File: src/rtl/viterbi_pkg.sv
// Shared trellis definitions for the rate-1/2, K=3 (7,5) hard-decision Viterbi decoder.
package viterbi_pkg;

    localparam int K          = 3;
    localparam int NUM_STATES = 1 << (K - 1);
    localparam logic [2:0] G0 = 3'b111;
    localparam logic [2:0] G1 = 3'b101;

    typedef logic [1:0] state_t;

    // Encoder output for input b leaving state s={b1,b2}: {g7 bit, g5 bit}.
    function automatic logic [1:0] branch_out(state_t s, logic b);
        logic [2:0] r;
        r = {b, s};
        return {^(r & G0), ^(r & G1)};
    endfunction

    function automatic logic [1:0] hamming2(logic [1:0] a, logic [1:0] b);
        logic [1:0] x;
        x = a ^ b;
        return {x[1] & x[0], x[1] ^ x[0]};
    endfunction

endpackage

File: src/rtl/viterbi_decoder_k3_acs.sv
// Add-compare-select for one trellis state; ties resolve to predecessor a (b2=0).
module viterbi_acs
    import viterbi_pkg::*;
#(
    parameter int PM_W = 6
) (
    input  logic [PM_W-1:0] pm_a,
    input  logic [PM_W-1:0] pm_b,
    input  logic [1:0]      bm_a,
    input  logic [1:0]      bm_b,
    output logic [PM_W-1:0] pm_o,
    output logic            dec_o
);

    function automatic logic [PM_W-1:0] sat_add(logic [PM_W-1:0] pm, logic [1:0] bm);
        logic [PM_W:0] s;
        s = {1'b0, pm} + {{(PM_W-1){1'b0}}, bm};
        return s[PM_W] ? {PM_W{1'b1}} : s[PM_W-1:0];
    endfunction

    logic [PM_W-1:0] cand_a;
    logic [PM_W-1:0] cand_b;

    always_comb begin
        cand_a = sat_add(pm_a, bm_a);
        cand_b = sat_add(pm_b, bm_b);
        dec_o  = (cand_b < cand_a);
        pm_o   = dec_o ? cand_b : cand_a;
    end

endmodule

File: src/rtl/viterbi_decoder_k3.sv
// Register-exchange hard-decision Viterbi decoder, K=3, generators 7/5.
// Define VITERBI_ERR_CNT_EN to build the channel bit-error estimator on err_cnt.
module viterbi_decoder_k3
    import viterbi_pkg::*;
#(
    parameter int TB_DEPTH = 16,
    parameter int PM_W     = 6
) (
    input  logic        clk,
    input  logic        rst,
    input  logic        enable,
    input  logic [1:0]  d_in,
    output logic        d_out,
    output logic        valid_o,
    output logic [15:0] err_cnt
);

    localparam int FILL_W = $clog2(TB_DEPTH + 1);

    logic [PM_W-1:0]     pm_q     [NUM_STATES];
    logic [PM_W-1:0]     pm_d     [NUM_STATES];
    logic [PM_W-1:0]     acs_pm   [NUM_STATES];
    logic [1:0]          bm_a     [NUM_STATES];
    logic [1:0]          bm_b     [NUM_STATES];
    logic [TB_DEPTH-1:0] surv_q   [NUM_STATES];
    logic [TB_DEPTH-1:0] surv_d   [NUM_STATES];
    logic [TB_DEPTH-1:0] surv_new [NUM_STATES];
    logic [NUM_STATES-1:0] dec;
    logic [FILL_W-1:0]   fill_q, fill_d;
    logic                d_out_q, d_out_d;
    logic                valid_q, valid_d;
    logic [PM_W-1:0]     m;
    state_t              best;

    // Next state {b,b1} is reached from {b1,0} (a) or {b1,1} (b) on input b.
    for (genvar g = 0; g < NUM_STATES; g++) begin : g_acs
        localparam state_t NS   = state_t'(g);
        localparam logic   B_IN = NS[1];
        localparam state_t PA   = {NS[0], 1'b0};
        localparam state_t PB   = {NS[0], 1'b1};

        assign bm_a[g] = hamming2(branch_out(PA, B_IN), d_in);
        assign bm_b[g] = hamming2(branch_out(PB, B_IN), d_in);

        viterbi_acs #(.PM_W(PM_W)) u_acs (
            .pm_a  (pm_q[PA]),
            .pm_b  (pm_q[PB]),
            .bm_a  (bm_a[g]),
            .bm_b  (bm_b[g]),
            .pm_o  (acs_pm[g]),
            .dec_o (dec[g])
        );
    end

    always_comb begin
        state_t ns;
        state_t pred;
        m    = acs_pm[0];
        best = '0;
        for (int i = 0; i < NUM_STATES; i++) begin
            ns          = state_t'(i);
            pred        = {ns[0], dec[i]};
            surv_new[i] = {surv_q[pred][TB_DEPTH-2:0], ns[1]};
            if (acs_pm[i] < m) begin
                m    = acs_pm[i];
                best = state_t'(i);
            end
        end
    end

    always_comb begin
        pm_d    = pm_q;
        surv_d  = surv_q;
        fill_d  = fill_q;
        d_out_d = d_out_q;
        valid_d = 1'b0;
        if (enable) begin
            for (int i = 0; i < NUM_STATES; i++) begin
                pm_d[i] = acs_pm[i] - m;
            end
            surv_d  = surv_new;
            fill_d  = (fill_q == FILL_W'(TB_DEPTH)) ? fill_q : fill_q + FILL_W'(1);
            valid_d = (fill_q >= FILL_W'(TB_DEPTH - 1));
            d_out_d = surv_new[best][TB_DEPTH-1];
        end
    end

    always_ff @(posedge clk) begin
        if (!rst) begin
            for (int i = 0; i < NUM_STATES; i++) begin
                pm_q[i]   <= (i == 0) ? '0 : {PM_W{1'b1}};
                surv_q[i] <= '0;
            end
            fill_q  <= '0;
            d_out_q <= 1'b0;
            valid_q <= 1'b0;
        end else begin
            pm_q    <= pm_d;
            surv_q  <= surv_d;
            fill_q  <= fill_d;
            d_out_q <= d_out_d;
            valid_q <= valid_d;
        end
    end

    assign d_out   = d_out_q;
    assign valid_o = valid_q;

`ifdef VITERBI_ERR_CNT_EN
    // Running sum of normalisation amounts equals the best path's accumulated errors.
    logic [15:0] err_cnt_q, err_cnt_d;
    logic [16:0] err_sum;

    always_comb begin
        err_sum   = {1'b0, err_cnt_q} + 17'(m);
        err_cnt_d = err_cnt_q;
        if (enable) begin
            err_cnt_d = err_sum[16] ? 16'hFFFF : err_sum[15:0];
        end
    end

    always_ff @(posedge clk) begin
        if (!rst) begin
            err_cnt_q <= '0;
        end else begin
            err_cnt_q <= err_cnt_d;
        end
    end

    assign err_cnt = err_cnt_q;
`else
    assign err_cnt = '0;
`endif

endmodule

File: config.mk
export PLATFORM = sky130hd
export DESIGN_NAME = viterbi_decoder_k3
export DESIGN_NICKNAME = d
export VERILOG_FILES = /design/src/rtl/viterbi_pkg.sv /design/src/rtl/viterbi_decoder_k3_acs.sv /design/src/rtl/viterbi_decoder_k3.sv
export SDC_FILE = /design/constraint.sdc
export NUM_CORES = 1
export LEC_CHECK = 0
export CORE_MARGIN = 2
export CORE_UTILIZATION = 55
export CTS_CLUSTER_DIAMETER = 150
export DETAILED_ROUTE_END_ITERATION = 8
export PLACE_DENSITY_LB_ADDON = 0.2
export SETUP_SLACK_MARGIN = 0.05
export SLEW_MARGIN = 20
export SYNTH_ARGS = -nofsm -noshare
export SYNTH_HDL_FRONTEND = slang
export SYNTH_SLANG_ARGS = --single-unit
File: constraint.sdc
create_clock -name clk -period 16.5 [get_ports clk]
set_input_delay 3.3 -clock clk [delete_from_list [all_inputs] [get_ports clk]]
set_output_delay 3.3 -clock clk [all_outputs]
set_load 0.02 [all_outputs]
Figure 1. Routing congestion (run 1).
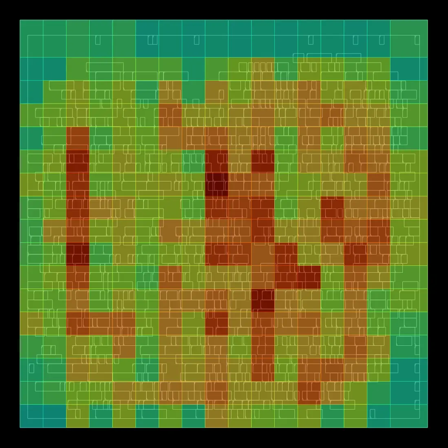
Routed WL per cell: 16.6 microns
met3 usage: 2.53%
Util after Layout: 59.6%
GRT Total Usage: 25.2%

Figure 2. Gate-type map (run 1).
Scale: 3 px per micron.
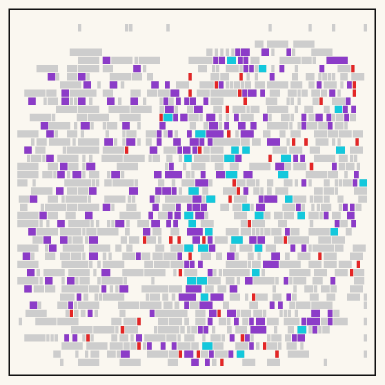
Cyan is non-inverting ao/oa cells, cells 35. Purple is aoi and oai cells, cells 224, where spread over the die. Red is inv cells, cells 47.

Figure 3. Clock wires, drivers and flops (run 1).
Scale: 4 px per micron.
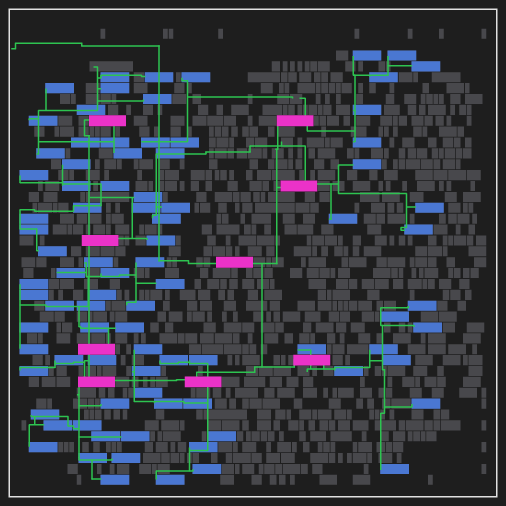
Green is clock wires, length 1170 microns. Magenta is clock-net drivers, count 9. Blue is flip-flops, count 86.
Position of the flops: spread over the die. There are 10 routed clock nets.

==> impl_metrics.csv, run 1 <==
group,metric,value,unit
final_layout,n_all_inverters,47,
clock_network,ctsResizeCount,0,
clock_network,cts_num_sinks,86,
final_layout,buffers,12,
final_layout,stdcell_area,7960,sq um
logic_synthesis,syn-instance-count,956,
die,die_w,122,microns
place,gp_congestion,0.947,
place,placed_cell_area,7600,sq um
worst_hold_path,hold_end,"surv_q[0]$_SDFFE_PN0P_",
final_layout,comb_cells,768,
critical_path,critical_path.top_delay_family,"AND-OR/OR-AND gates",
clock_network,cts_hold_buf,0,
final_layout,lay_top_count,"nor2_1",
logic_synthesis,yosys.area_share.aoi,24.2,%
place,pre_cts_ws,1.52,ns
final_layout,clock_cell_area_share,4.47,%
final_layout,seq_area_share,21.6,%
grt,grt-busiest-layer,"met2",
logic_synthesis,top_area_share,22.7,%
die,core_area,13300,sq um
critical_path,startpoint_type,"input pin",
logic_synthesis,synthFlopType,"dfxtp_1",
route,dr_total_vias,6565,
worst_hold_path,whs_path_depth,2,
logic_synthesis,synthTopCellsByArea,"dfxtp_1 (23%), ha_1 (10%), mux2i_1 (9.0%)",
logic_synthesis,mux_share,10.8,%
die,fp_util,56.9,%
critical_path,worstPathArrival,15.03,ns
die,taps,176,
route,wl_met1,8.82,mm
clock_network,cts_buffers,9,
final_layout,regArea,1720,sq um
run_status,status,"finished, final reports clean",
logic_synthesis,numSynthFlops,86,
timing,final-setup-viol-count,0,
logic_synthesis,top_area_cell,"dfxtp_1",
timing,timing.hold.ws,0.472,ns
grt,gr-usage-met2,40.9,%
final_layout,largestClassByArea,"multi-input combinational cells",
worst_hold_path,hold_class,"flop to flop",
final_layout,lay_top_cells,"nor2_1 (110), nand2_1 (99), dfxtp_1 (86), mux2i_1 (68), ha_1 (61)",
final_layout,num-fill-cells,1249,
die,rows,42,
timing,final-max-slew-violation-count,0,
grt,grt_antenna_before_repair,0,
critical_path,critPathMaxFanout,21,
clock_network,clockBufferDepth,2,
clock_network,clk_pin_slew,0.06,ns
timing,setup_slack,1.69,ns
route,wl_met2,8.32,mm
final_layout,comb_area_share,67.6,%
logic_synthesis,synth-simple-area-share,18.4,%
place,dp_hpwl,13.3,mm
final_layout,drive_gt1_share,8.29,%
critical_path,slowest_stage,"o21ai_1",
timing,max_slew.worst_pin.slew,1.04,ns
logic_synthesis,yosysWarnings,0,
grt,grt_pass1_vias,5889,
clock_network,postCtsSetupRepairBufs,0,
job,warnings,36,
logic_synthesis,ys_sh_adder,10.6,%
logic_synthesis,synth-area-yosys,7600,sq um
grt,grt_max_degree,77,
final_layout,clkbuf_count,10,
critical_path,r2r_cells,40,
clock_network,clk_latency,0.35,ns
route,drtPass1Iterations,5,
critical_path,cp_common_cell,"ha_1",
grt,grt.overflow.total,0,
place,placed_cells,1089,
timing,maxClockFrequency,67.5,MHz
logic_synthesis,seq_area_frac_synth,22.7,%
clock_network,htree_levels,3,
critical_path,cpPeakStageDelay,0.65,ns
critical_path,path_buffers,4,
final_layout,antenna_cells,0,
route,dr.max_layer_used,"met4",
die,die_h,122,microns
critical_path,regToRegSetupSlack,5.33,ns
final_layout,reg_top3,"surv_q: 55 flops, pm_q: 24 flops, fill_q: 5 flops",
critical_path,critPathLaunch,"d_in[0]",
critical_path,crit_cells,43,
logic_synthesis,syn_area,7600,sq um
==> run 2: changes to the inputs <==
- HOLD_SLACK_MARGIN: not set -> 0.02
Figure 4. Wire density map (run 2).
Scale: 3 px per micron. The die is cut into 24 by 24 equal tiles; white is low, dark blue is high, scaled to the fullest tile. Values are wire area over tile area, all layers added.
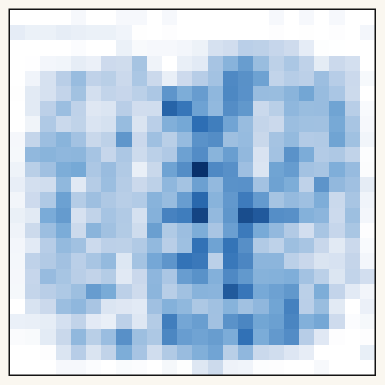
17% of the tiles are over half the peak. The densest ninth of the die: middle. The fullest tile reaches 0.66. The mean over all tiles is 0.20. 14% of the tiles are nearly empty. The emptiest ninth of the die: top left.

==> run 2 against run 1 <==
  * Worst hold slack stayed put
  * Flip-flop count is the same
  * Critical endpoint unchanged
  * Die area unchanged
  * Clock-buffer cell count did not move
==> impl_metrics.csv, run 2 <==
group,metric,value,unit
run_status,status,"finished, final reports clean",
route,dr.max_layer_used,"met4",
clock_network,clk_pin_slew,0.06,ns
final_layout,comb_cells,768,
place,pre_cts_ws,1.52,ns
die,die_h,122,microns
logic_synthesis,yosys.area_share.aoi,24.2,%
final_layout,clkbuf_count,10,
critical_path,critical_path.top_delay_family,"AND-OR/OR-AND gates",
critical_path,critPathLaunch,"d_in[0]",
grt,gr-usage-met2,40.9,%
final_layout,reg_top3,"surv_q: 55 flops, pm_q: 24 flops, fill_q: 5 flops",
worst_hold_path,hold_class,"flop to flop",
timing,setup_slack,1.69,ns
grt,grt-busiest-layer,"met2",
logic_synthesis,syn-instance-count,956,
critical_path,cpPeakStageDelay,0.65,ns
logic_synthesis,numSynthFlops,86,
route,wl_met1,8.82,mm
route,wl_per_cell,16.6,microns
logic_synthesis,ys_sh_adder,10.6,%
timing,timing.hold.ws,0.472,ns
clock_network,cts_num_sinks,86,
grt,grt_max_degree,77,
timing,tns,0,ns
critical_path,startpoint_type,"input pin",
critical_path,critPathMaxFanout,21,
die,core_area,13300,sq um
critical_path,regToRegSetupSlack,5.33,ns
logic_synthesis,synthTopCellsByArea,"dfxtp_1 (23%), ha_1 (10%), mux2i_1 (9.0%)",
final_layout,buffers,12,
route,wl_met2,8.32,mm
final_layout,area_delta_synth_final,4.74,%
final_layout,clock_cell_area_share,4.47,%
place,placed_cells,1089,
grt,grt_pass1_vias,5889,
place,io_buffer_count,6,
final_layout,lay_top_cells,"nor2_1 (110), nand2_1 (99), dfxtp_1 (86), mux2i_1 (68), ha_1 (61)",
logic_synthesis,synth-area-yosys,7600,sq um
clock_network,ctsResizeCount,0,
logic_synthesis,synth-simple-area-share,18.4,%
die,fp_util,56.9,%
logic_synthesis,mux_share,10.8,%
logic_synthesis,top_area_cell,"dfxtp_1",
final_layout,stdcell_area,7960,sq um
place,gp_congestion,0.947,
die,taps,176,
critical_path,slowest_stage,"o21ai_1",
clock_network,clk_latency,0.35,ns
final_layout,comb_area_share,67.6,%
timing,maxClockFrequency,67.5,MHz
clock_network,postCtsSetupRepairBufs,0,
final_layout,seq_area_share,21.6,%
final_layout,num-fill-cells,1249,
grt,grt.overflow.total,0,
die,die_w,122,microns
place,dp_hpwl,13.3,mm
logic_synthesis,syn_area,7600,sq um
route,drc,0,
logic_synthesis,yosysWarnings,0,
critical_path,crit_cells,43,
critical_path,cp_common_cell,"ha_1",
final_layout,antenna_cells,0,
final_layout,largestClassByArea,"multi-input combinational cells",
clock_network,clockBufferDepth,2,
critical_path,worstPathArrival,15.03,ns
route,drtPass1Iterations,5,
logic_synthesis,synth-cells-yosys,956,
final_layout,lay_top_count,"nor2_1",
critical_path,r2r_cells,40,
grt,grt_antenna_before_repair,0,
grt,met3_usage,2.53,%
logic_synthesis,seq_area_frac_synth,22.7,%
place,placed_cell_area,7600,sq um
clock_network,cts_hold_buf,0,
worst_hold_path,hold_end,"surv_q[0]$_SDFFE_PN0P_",
final_layout,regArea,1720,sq um
timing,final-max-slew-violation-count,0,
worst_hold_path,whs_path_depth,2,
timing,final-setup-viol-count,0,
logic_synthesis,top_area_share,22.7,%
final_layout,n_all_inverters,47,
timing,max_slew.worst_pin.slew,1.04,ns
final_layout,drive_gt1_share,8.29,%
critical_path,path_buffers,4,
final_layout,finalCoreUtilization,59.6,%
clock_network,htree_levels,3,
grt,gr-usage-all-layers,25.2,%
logic_synthesis,synthFlopType,"dfxtp_1",
final_layout,logic_area,5380,sq um
route,dr_total_vias,6565,
job,warnings,36,
Figure 5. Clock wires, drivers and flops (run 2).
Scale: 4 px per micron.
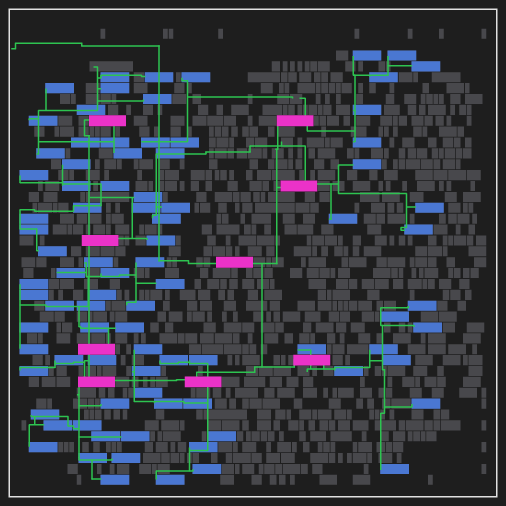
Green is clock wires, length 1170 microns. Magenta is clock-net drivers, count 9. Blue is flip-flops, count 86.
Position of the flops: spread over the die. There are 10 routed clock nets.
Clock Skew: 0.00486 ns

